**src/rtl/dco_scheduler_pkg.sv**
```systemverilog
// Shared types and defaults for the DCO time-sharing scheduler.
package dco_sched_pkg;

   typedef enum logic [1:0] {
      StIdle = 2'd0,
      StLoad = 2'd1,
      StRun  = 2'd2
   } state_e;

   localparam int unsigned DefaultN     = 8;
   localparam int unsigned DefaultReq   = 4;
   localparam int unsigned DefaultBurst = 4;

endpackage

```
**src/rtl/dco_scheduler_if.sv**
```systemverilog
// Requester/DCO-side bundle of the scheduler: master = requesters, slave = scheduler.
interface dco_scheduler_if #(
   parameter int unsigned N   = 8,
   parameter int unsigned REQ = 4
);
   logic [REQ-1:0]   req;
   logic [REQ*N-1:0] cfg_max;
   logic [REQ*N-1:0] cfg_duty;
   logic [REQ-1:0]   gnt;
   logic [N-1:0]     dco_max;
   logic [N-1:0]     dco_duty;
   logic             dco_rst;
   logic [REQ-1:0]   done;
   logic             busy;

   modport master (
      output req, cfg_max, cfg_duty,
      input  gnt, dco_max, dco_duty, dco_rst, done, busy
   );

   modport slave (
      input  req, cfg_max, cfg_duty,
      output gnt, dco_max, dco_duty, dco_rst, done, busy
   );
endinterface

```
**src/rtl/dco_scheduler_rr_arbiter.sv**
```systemverilog
// Combinational round-robin pick: first set request at index >= ptr, wrapping.
module rr_arbiter #(
   parameter int unsigned REQ = 4,
   localparam int unsigned IW = $clog2(REQ)
) (
   input  logic [REQ-1:0] req,
   input  logic [IW-1:0]  ptr,
   output logic [REQ-1:0] win,
   output logic [IW-1:0]  win_idx,
   output logic           any
);

   logic          found;
   logic [IW-1:0] k;

   always_comb begin
      win     = '0;
      win_idx = '0;
      found   = 1'b0;
      k       = '0;
      for (int unsigned i = 0; i < REQ; i++) begin
         k = IW'((32'(ptr) + i) % REQ);
         if (!found && req[k]) begin
            found   = 1'b1;
            win[k]  = 1'b1;
            win_idx = k;
         end
      end
   end

   assign any = |req;

endmodule

```
**src/rtl/dco_scheduler.sv**
```systemverilog
// Time-shares one DCO among REQ requesters, granting BURST full periods per round-robin win.
module dco_scheduler
   import dco_sched_pkg::*;
#(
   parameter int unsigned N     = DefaultN,
   parameter int unsigned REQ   = DefaultReq,
   parameter int unsigned BURST = DefaultBurst
) (
   input logic            clk,
   input logic            reset,
   dco_scheduler_if.slave bus
);

   localparam int unsigned IW = $clog2(REQ);
   localparam int unsigned PW = $clog2(BURST + 1);
   localparam logic [PW-1:0] PcLast = PW'(BURST - 1);

   state_e         state_q, state_d;
   logic [IW-1:0]  ptr_q, ptr_d;
   logic [IW-1:0]  w_q, w_d;
   logic [N-1:0]   ph_q, ph_d;
   logic [PW-1:0]  pc_q, pc_d;
   logic [REQ-1:0] gnt_q, gnt_d;
   logic [N-1:0]   max_q, max_d;
   logic [N-1:0]   duty_q, duty_d;
   logic           rst_q, rst_d;
   logic [REQ-1:0] done_q, done_d;
   logic           busy_q, busy_d;

   logic [REQ-1:0] win;
   logic [IW-1:0]  win_idx;
   logic           any;
   logic [N-1:0]   cfg_max_sel, cfg_duty_sel;
   logic           period_end, burst_end, released, load_now;

   rr_arbiter #(
      .REQ (REQ)
   ) u_arb (
      .req     (bus.req),
      .ptr     (ptr_q),
      .win     (win),
      .win_idx (win_idx),
      .any     (any)
   );

   always_comb begin
      cfg_max_sel  = '0;
      cfg_duty_sel = '0;
      for (int i = 0; i < REQ; i++) begin
         cfg_max_sel  |= bus.cfg_max[i*N +: N] & {N{win[i]}};
         cfg_duty_sel |= bus.cfg_duty[i*N +: N] & {N{win[i]}};
      end
   end

   assign period_end = (ph_q == max_q);
   assign burst_end  = period_end && (pc_q == PcLast);
   assign released   = period_end && !bus.req[w_q];

   always_comb begin
      state_d  = state_q;
      ptr_d    = ptr_q;
      w_d      = w_q;
      ph_d     = ph_q;
      pc_d     = pc_q;
      gnt_d    = gnt_q;
      max_d    = max_q;
      duty_d   = duty_q;
      rst_d    = rst_q;
      busy_d   = busy_q;
      done_d   = '0;
      load_now = 1'b0;

      unique case (state_q)
         StIdle: load_now = any;
         StLoad: begin
            state_d = StRun;
            rst_d   = 1'b0;
            ph_d    = '0;
            pc_d    = '0;
         end
         StRun: begin
            if (burst_end || released) begin
               if (any) begin
                  load_now = 1'b1;
               end else begin
                  state_d = StIdle;
                  gnt_d   = '0;
                  rst_d   = 1'b1;
                  busy_d  = 1'b0;
               end
            end else if (period_end) begin
               ph_d = '0;
               pc_d = pc_q + 1'b1;
            end else begin
               ph_d = ph_q + 1'b1;
            end
         end
         default: state_d = StIdle;
      endcase

      if (load_now) begin
         state_d = StLoad;
         w_d     = win_idx;
         gnt_d   = win;
         max_d   = cfg_max_sel;
         duty_d  = cfg_duty_sel;
         rst_d   = 1'b1;
         busy_d  = 1'b1;
         ph_d    = '0;
         pc_d    = '0;
         ptr_d   = (win_idx == IW'(REQ - 1)) ? '0 : win_idx + 1'b1;
      end

      // Look ahead one cycle so the registered done lands on the last RUN cycle.
      if (state_d == StRun && ph_d == max_q && pc_d == PcLast) begin
         done_d = gnt_q;
      end
   end

   always_ff @(posedge clk or posedge reset) begin
      if (reset) begin
         state_q <= StIdle;
         ptr_q   <= '0;
         w_q     <= '0;
         ph_q    <= '0;
         pc_q    <= '0;
         gnt_q   <= '0;
         max_q   <= '0;
         duty_q  <= '0;
         rst_q   <= 1'b1;
         done_q  <= '0;
         busy_q  <= 1'b0;
      end else begin
         state_q <= state_d;
         ptr_q   <= ptr_d;
         w_q     <= w_d;
         ph_q    <= ph_d;
         pc_q    <= pc_d;
         gnt_q   <= gnt_d;
         max_q   <= max_d;
         duty_q  <= duty_d;
         rst_q   <= rst_d;
         done_q  <= done_d;
         busy_q  <= busy_d;
      end
   end

   assign bus.gnt      = gnt_q;
   assign bus.dco_max  = max_q;
   assign bus.dco_duty = duty_q;
   assign bus.dco_rst  = rst_q;
   assign bus.done     = done_q;
   assign bus.busy     = busy_q;

endmodule

```
**src/flat_wrapper.sv**
```systemverilog
// flat-port wrapper written by rule: the top's interface ports become plain ports
module dco_scheduler_flat import dco_sched_pkg::*;
#(
   parameter int unsigned N     = DefaultN,
   parameter int unsigned REQ   = DefaultReq,
   parameter int unsigned BURST = DefaultBurst
)
  (clk, reset, bus_req, bus_cfg_max, bus_cfg_duty, bus_gnt, bus_dco_max, bus_dco_duty, bus_dco_rst, bus_done, bus_busy);
  dco_scheduler_if #(.N(N), .REQ(REQ)) bus_i ();
  input logic clk;
  input logic reset;
  input wire logic [$bits(bus_i.req)-1:0] bus_req;
  input wire logic [$bits(bus_i.cfg_max)-1:0] bus_cfg_max;
  input wire logic [$bits(bus_i.cfg_duty)-1:0] bus_cfg_duty;
  output wire logic [$bits(bus_i.gnt)-1:0] bus_gnt;
  output wire logic [$bits(bus_i.dco_max)-1:0] bus_dco_max;
  output wire logic [$bits(bus_i.dco_duty)-1:0] bus_dco_duty;
  output wire logic [$bits(bus_i.dco_rst)-1:0] bus_dco_rst;
  output wire logic [$bits(bus_i.done)-1:0] bus_done;
  output wire logic [$bits(bus_i.busy)-1:0] bus_busy;
  assign bus_i.req = bus_req;
  assign bus_i.cfg_max = bus_cfg_max;
  assign bus_i.cfg_duty = bus_cfg_duty;
  assign bus_gnt = bus_i.gnt;
  assign bus_dco_max = bus_i.dco_max;
  assign bus_dco_duty = bus_i.dco_duty;
  assign bus_dco_rst = bus_i.dco_rst;
  assign bus_done = bus_i.done;
  assign bus_busy = bus_i.busy;
  dco_scheduler #(.N(N), .REQ(REQ), .BURST(BURST)) u_core (.clk(clk), .reset(reset), .bus(bus_i));
endmodule
```
**config.mk**
```make
export PLATFORM = sky130hd
export DESIGN_NAME = dco_scheduler_flat
export DESIGN_NICKNAME = d
export VERILOG_FILES = /design/src/rtl/dco_scheduler_pkg.sv /design/src/rtl/dco_scheduler_if.sv /design/src/rtl/dco_scheduler_rr_arbiter.sv /design/src/rtl/dco_scheduler.sv /design/src/flat_wrapper.sv
export SDC_FILE = /design/constraint.sdc
export NUM_CORES = 1
export LEC_CHECK = 0
export ABC_AREA = 1
export CAP_MARGIN = 40
export CORE_UTILIZATION = 44
export CTS_CLUSTER_DIAMETER = 40
export CTS_CLUSTER_SIZE = 40
export DETAILED_ROUTE_END_ITERATION = 10
export HOLD_SLACK_MARGIN = 0.08
export PLACE_DENSITY = 0.78
export SLEW_MARGIN = 20
export SYNTH_ARGS = -nofsm -noshare
export SYNTH_HDL_FRONTEND = slang
export SYNTH_SLANG_ARGS = --single-unit
```
**constraint.sdc**
```tcl
create_clock -name clk -period 2.2 [get_ports clk]
set_input_delay 0.44 -clock clk [delete_from_list [all_inputs] [get_ports clk]]
set_output_delay 0.44 -clock clk [all_outputs]
set_load 0.03 [all_outputs]
```
run_1/port_nets.png
(6 px per um)
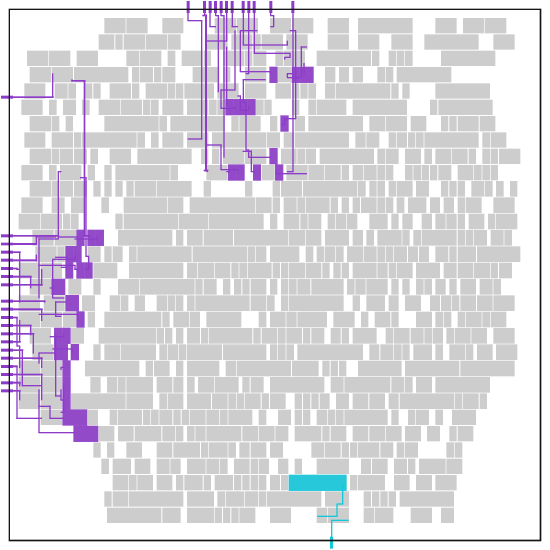
color	port	direction	edge	end cells	buffers	wire
purple	`bus_cfg_max`	input	20 left, 12 top	32	32	596 um
cyan	`bus_dco_rst`	output	bottom	1	1	15.3 um
I/O pin total: 96
# port buffers: 95

run_1/clock_map.png
(6 px per um)
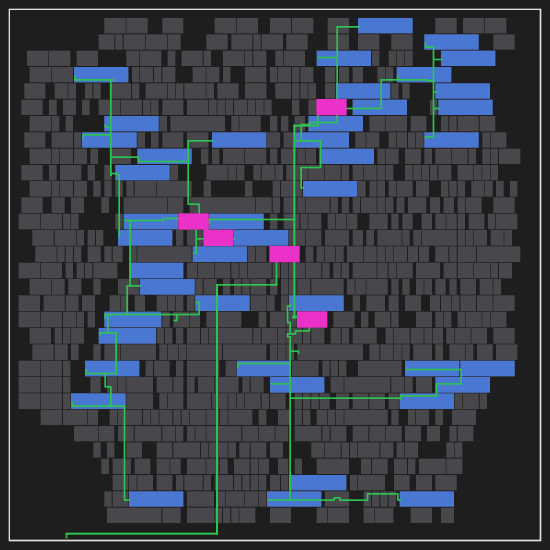
[green] clock wires | length: 558 um
[magenta] cells driving clock nets | count: 5
[blue] flip-flops | count: 43
flops lie	widely spread
Power Clock: 741 uW
Final Skew: 0.00881 ns
clk latency late pin: 0.30 ns
clock group share of total power: 7.8%

run_1/wire_density.png
(4 px per um) The die is cut into 18 by 18 equal tiles; white is low, dark blue is high, scaled to the fullest tile. Values are wire area over tile area, all layers added.
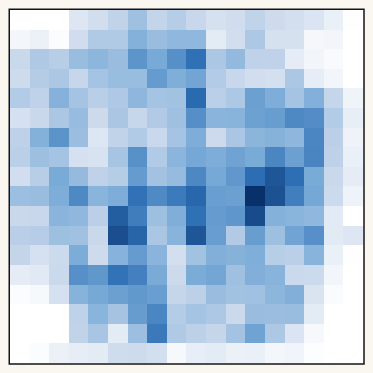
densest ninth of the die	middle
fullest tile	0.71
mean over tiles	0.24
Total GRT Usage: 27.8%
final wirelength: 11500 um

==> changes_impl.md, run 1 <==
### Metrics

- Status: finished with violations
- Logic area: 2110 sq um
- Hold wc startpoint: u_core.bus.dco_duty[4]
- Drt pass-1 iters: 5
- Pin count of the biggest net entering global routing: 44
- Detail Route Antenna Nets: 0
- TritonCTS clock tree: done
- Leakage: 0.00278 uW
- Arr. time, crit path: 2.47 ns
- Synth Warn #: 0
- Area leader, netlist: dfrtp_1
- Syn_area_per_cell: 6.35 sq um
- Via density: 5.13
- Wire per inst: 14.2 um
- Die width: 88.3 um
- Crit-path max FO: 9
- YS chip area: 3280 sq um
- Req. time, crit path: 2.44 ns
- Seq pwr share: 14.2%
- Non-clk buf share: 32.9%
- Fin. Hold Viols: 0
- Setup_tns: -0.148 ns
- Tap cell count: 99
- EDFF count, synth: 0
- Tool Warnings: 32
- Cells after Synth: 516
- Failing checks: setup timing
- Final period utilization: 101%
- Die Size: 7800 sq um
- Post-DP HPWL: 7640 um
- FFs w/ async S/R, synth: 100%
- Filler instances: 511
- Fmax: 0.448 GHz
- Nets at Floorplan: 596
- RR Endpoint: u_core.bus.dco_duty[2]
- Post-Syn Area: 3280 sq um
- Pwr dens: 1710 nW/um^2
- Top-count cell post-synth: nand2_1
- Layout Nets: 785
- Resized cells post-CTS: 24
- Fin worst setup slack: -0.0323 ns
- Reg2Reg Setup Slack: -0.03 ns
- Initial antenna violation count: 0
- Invs w/o clock: 69
- R2R depth: 16
- Clock root cell: clkbuf_8
- Final setup violation count: 10
- Cell type taking the most area: multi-input combinational cells
- Clock tree buffer depth: 2
- Critical path class: reg -> reg
- WHS Endpoint: u_core.bus.dco_duty[4]
- Slew headroom: 62.7%
- Post-synth cell types: 33
- Vias: 4126
- Flops & latches, synth: 43
- Post-CTS Setup Inserts: 17
- Storage element area: 1080 sq um
- CTS Buf Count: 5
- Tightest Hold Check Type: reg -> reg
- Pre-Place Util: 45.4%
- Clk sinks: 43
- Max VDD drop: 0.918 mV
- Core box area: 7210 sq um
- Shortest period the worst path allows: 2.23 ns
- Yosys cell count: 516
- Combinational Power Share: 78.0%
- Area delta synth->final: 69.0%
- Top cell area share: 32.1%
- Dominant synthesized flop cell: dfrtp_1
- Vias in the first global route: 3739
- RSZ-0062 raised after global routing: yes
- Site row count: 31
- Clock network contribution to total cell area: 2.46%
- Number of H-tree levels: 2
- Ant diodes: 0
- Hold Path Depth: 2
- Multi-In Gates: 391
- Final GP Congestion: 0.951
- Comb area share: 38.1%
- Clock buf count: 5
- Registers: 43
- Sequential cell area share: 19.5%
==> run 1: metal layers <==
metal	wire [um]	vias to the layer above	global-route usage, %
met2	5810	198	49.2
met5	0	-	0
met3	771	28	5.69
met4	296	0	8.21
li1	-	1996	-
met1	4580	1904	34.0
==> run 1: state kept, by name, indices dropped and copies added (netlist names), named ones only <==
name                 count
u_core.pc_q              3
u_core.bus.dco_duty      8
u_core.bus.dco_rst       1
u_core.bus.gnt           4
u_core.bus.dco_max       8
u_core.bus.done          4
u_core.ptr_q             1
u_core.bus.busy          1
u_core.state_q           2
u_core.ph_q              8
u_core.w_q               2
==> run 1: power by group through the flow <==
stage / registers (uW) / clock network, uW / logic, uW
5_1_grt: 1370 / 775 / 8000
4_1_cts: 1320 / 743 / 6320
3_5_place_dp: 1330 / 0 / 5890
6_report: 1340 / 741 / 7390
2_1_floorplan: 1640 / 0 / 3210
3_3_place_gp: 1320 / 0 / 5740
==> run 1: critical path: stages (launching register included) <==
cell and delay, ns:
dfrtp_1 0.42, buf_6 0.15, nand2_1 0.08, o21ai_2 0.06
nand2_1 0.10, nand2_2 0.09, nor2_2 0.13, inv_2 0.07
nor2_4 0.13, nand2_4 0.06, buf_6 0.14, o21ai_4 0.26
clkbuf_16 0.22, nand2_2 0.05, nand4_1 0.08, nand2_1 0.06
nand2_1 0.05
==> run 1: kinds of logic after synthesis <==
group | Yosys count | share of synthesized area [%]
buffers and inverters | 83 | 10.8
and+or+nand+nor | 334 | 43.9
adders and majority gates | 10 | 3.82
xor gates and xnor gates | 4 | 1.07
AOI/OAI and AO/OA | 42 | 7.52
DFF | 43 | 32.9
==> run 1: cells in the final DEF (no fill, tap or decap), types with 3 or more instances in the layout <==
cell             instances
o21ai_4                  4
xor2_1                   4
buf_6                    8
o21ai_0                 14
nor2_4                   3
buf_4                   86
nand2_4                  5
dfrtp_1                 40
nor2_2                  16
nor2_1                  28
ha_1                     7
o21ai_2                  5
dlymetal6s2s_1           3
nand3_1                 29
clkdlybuf4s50_1         91
buf_12                   4
clkbuf_8                 5
nand2_1                191
o21ai_1                 10
nand2_2                 25
nand3_2                  6
inv_1                   49
a21oi_1                  3
inv_2                   18
nand4_1                 22
==> run 1: per-stage QoR <==
stage / power, uW / std cells / hold WS (ns) / util [%] / instance area (sq um)
floorplan: 4850 / 516 / 0.507 / - / 3280
global placement: 7060 / 764 / 0.461 / 66.8 / 4820
detailed placement: 7220 / 764 / 0.464 / 66.8 / 4820
CTS: 8380 / 790 / 0.486 / 71.6 / 5170
global route: 10100 / 805 / 0.509 / 76.8 / 5540
finish: 9470 / 805 / 0.482 / 76.8 / 5540
==> run 1: how the worst max path moves through the flow <==
stage	endpoint	slack, ns	from
3_5_place_dp	u_core.bus.dco_max[4]	-0.48	bus_req[3]
5_1_grt	u_core.bus.dco_duty[2]	-0.14	flop
3_3_place_gp	u_core.bus.dco_max[3]	-0.39	bus_req[3]
6_report	u_core.bus.dco_duty[2]	-0.03	flop
2_1_floorplan	u_core.bus.dco_max[5]	0.02	flop
4_1_cts	u_core.bus.dco_max[1]	0.001	bus_req[2]
==> run 2, diff against run 1 <==
--- a/config.mk
+++ b/config.mk
@@ -6,6 +6,7 @@
 export NUM_CORES = 1
 export LEC_CHECK = 0
 export ABC_AREA = 1
+export ABC_CLOCK_PERIOD_IN_PS = 2200
 export CAP_MARGIN = 40
 export CORE_UTILIZATION = 44
 export CTS_CLUSTER_DIAMETER = 40
run_2/port_nets.png
(6 px per um)
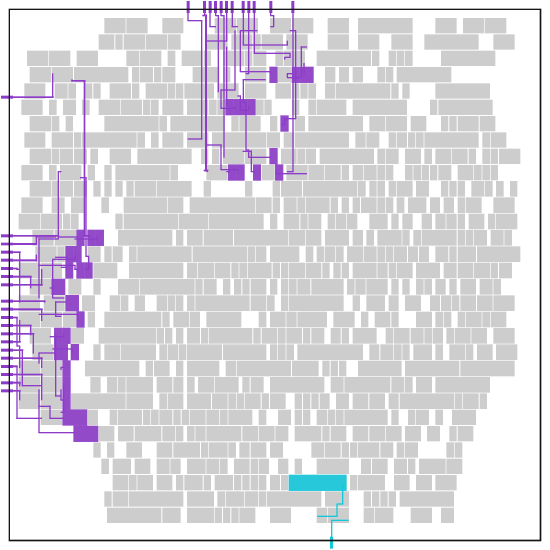
color	port	direction	edge	end cells	buffers	wire
cyan	`bus_dco_rst`	output	bottom	1	1	15.3 um
purple	`bus_cfg_max`	input	20 left, 12 top	32	32	596 um

run_2/final_congestion.png
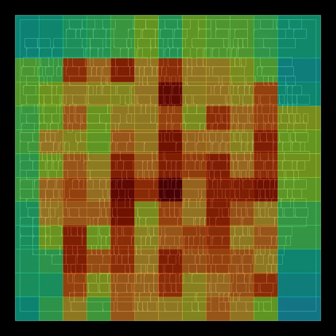
Final Core Density: 76.8%
gr busiest metal: met2

run_2/gate_families.png
(4 px per um)
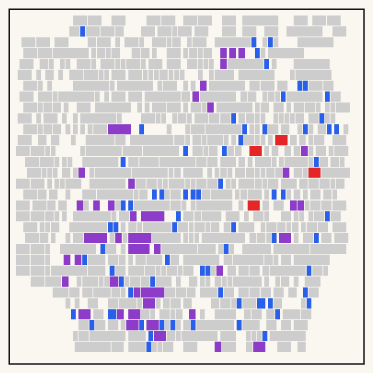
color	family	cells
red	XOR/XNOR gates	4
blue	inverters	69
purple	inverting AOI/OAI gates	42
Non-Filler Instances: 805
Comb area share: 38.1%
dominant logic cell type in the layout: nand2_1

==> run 2 against run 1 <==
  * Final cell count did not move
  * Critical path depth did not move
  * Largest cell class unchanged
  * Combinational power barely moved
  * Maximum frequency did not move
  * Cell area did not move
  * Via count did not move
  * Clock skew did not move
  * Worst hold slack did not move
  * Flip-flop count did not move
  * The flow still finishes with violations (setup timing)
==> changes_impl.md, run 2 <==
### Metrics

- Layout Nets: 785
- Logic area: 2110 sq um
- Final Skew: 0.00881 ns
- Vias in the first global route: 3739
- Storage element area: 1080 sq um
- Top-count cell post-synth: nand2_1
- EDFF count, synth: 0
- RSZ-0062 raised after global routing: yes
- Nets at Floorplan: 596
- Site row count: 31
- YS chip area: 3280 sq um
- Clock root cell: clkbuf_8
- Top logic cells by instance count in the layout: nand2_1 (191), clkdlybuf4s50_1 (91), buf_4 (86)
- Failing checks: setup timing
- TritonCTS clock tree: done
- Final GP Congestion: 0.951
- Fmax: 0.448 GHz
- Area delta synth->final: 69.0%
- Wire per inst: 14.2 um
- Post-DP HPWL: 7640 um
- Die width: 88.3 um
- Overall power: 9470 uW
- Detail Route Antenna Nets: 0
- Synth Warn #: 0
- Final period utilization: 101%
- Clock tree buffer depth: 2
- Top cell area share: 32.1%
- Pwr dens: 1710 nW/um^2
- Area leader, netlist: dfrtp_1
- Buf+Inv Stages, Crit Path: 4
- Fin worst setup slack: -0.0323 ns
- Via density: 5.13
- Commonest cells in the netlist: nand2_1 (216), inv_1 (63), nor2_1 (43)
- FFs w/ async S/R, synth: 100%
- Critical path class: reg -> reg
- Tool Warnings: 32
- Setup_tns: -0.148 ns
- Filler instances: 511
- Die Size: 7800 sq um
- Max VDD drop: 0.918 mV
- Clk latency late pin: 0.30 ns
- CTS Buf Count: 5
- Max-slew violations: 0
- Crit-path max FO: 9
- Status: finished with violations
- Vias: 4126
- Leakage: 0.00278 uW
- Pin count of the biggest net entering global routing: 44
- Initial antenna violation count: 0
- CP most frequent cell: nand2_1
- Cells after Synth: 516
- Crit path cell chain: buf_6 > nand2_1 > o21ai_2 > nand2_1 > nand2_2 > nor2_2 > inv_2 > nor2_4 > nand2_4 > buf_6 > o21ai_4 > clkbuf_16 > nand2_2 > nand4_1 > nand2_1 > nand2_1
- Pre-Place Util: 45.4%
- Final wirelength: 11500 um
- Dominant synthesized flop cell: dfrtp_1
- Slew headroom: 62.7%
- Fin. Hold Viols: 0
- Final setup violation count: 10
- Yosys cell count: 516
- I/O pin total: 96
- Iteration-0 DRC Markers: 228
- Clk sinks: 43
- CP peak stage delay: 0.42 ns
- Number of H-tree levels: 2
- Flops & latches, synth: 43
- Total GRT Usage: 27.8%
run 2: worst min-delay path, stage by stage, from the launching register on:
cell	delay (ns)
dfrtp_1	0.35
nand2_1	0.05
nand2_1	0.05
run 2: cells by family after synthesis:
kind of cell | Yosys count | synth area share (%)
xor gates and xnor gates | 4 | 1.07
AOI/OAI and AO/OA | 42 | 7.52
and+or+nand+nor | 334 | 43.9
DFF | 43 | 32.9
adders and majority gates | 10 | 3.82
buffers and inverters | 83 | 10.8
run 2: metrics by stage:
| step | hold WS [ns] | cell area [sq um] | std cells | util, % |
|---|---|---|---|---|
| global route | 0.509 | 5540 | 805 | 76.8 |
| global placement | 0.461 | 4820 | 764 | 66.8 |
| finish | 0.482 | 5540 | 805 | 76.8 |
| detailed placement | 0.464 | 4820 | 764 | 66.8 |
| floorplan | 0.507 | 3280 | 516 | - |
| CTS | 0.486 | 5170 | 790 | 71.6 |
run 2: cell type report:
type	instances	share of cell area, %
multi-input combinational	391	38.1
clock inverter	3	1.22
tap	99	2.24
inverter	69	4.77
clock buffer	5	1.24
timing repair buffer	195	32.9
sequential	43	19.5
run 2: final timing paths:
check,start,to,slack [ns],cells past startpoint
setup / recovery,flop,u_core.bus.dco_duty[2],-0.03,16
hold / removal,u_core.bus.dco_duty[4],u_core.bus.dco_duty[4],0.48,2
setup reg to reg,flop,u_core.bus.dco_duty[2],-0.03,16
hold reg to reg,u_core.bus.dco_duty[4],u_core.bus.dco_duty[4],0.48,2
max in group asynchronous,reset,u_core.bus.dco_max[3],1.21,3
min in group asynchronous,reset,u_core.bus.dco_duty[4],0.59,3
run 2: routing by layer:
metal | share of wire, % | global-route usage [%] | vias up | routed length [um]
met5 | 0 | 0 | - | 0
li1 | - | - | 1996 | -
met2 | 51 | 49.2 | 198 | 5810
met3 | 6.7 | 5.69 | 28 | 771
met1 | 40 | 34.0 | 1904 | 4580
met4 | 2.6 | 8.21 | 0 | 296
run 2: where the power goes:
| group | leakage, uW | total, uW | internal (uW) | switching [uW] |
|---|---|---|---|---|
| Clock | 0.0000644 | 741 | 453 | 288 |
| Combinational | 0.00217 | 7390 | 3300 | 4090 |
| Sequential | 0.000544 | 1340 | 1110 | 236 |
| Total | 0.00278 | 9470 | 4860 | 4610 |
run 2: timing repair:
item | in CTS | in global routing
setup buffers | 17 | 13
endpoints found under the setup margin | 22 | 28
hold endpoints to repair | 0 | 0
cloned | 1 | 2
gates resized | 24 | 84
pin swaps | 14 | 57
hold buffers | 0 | 0
Power figures rest on the tool's default switching activity, not on a simulated workload.
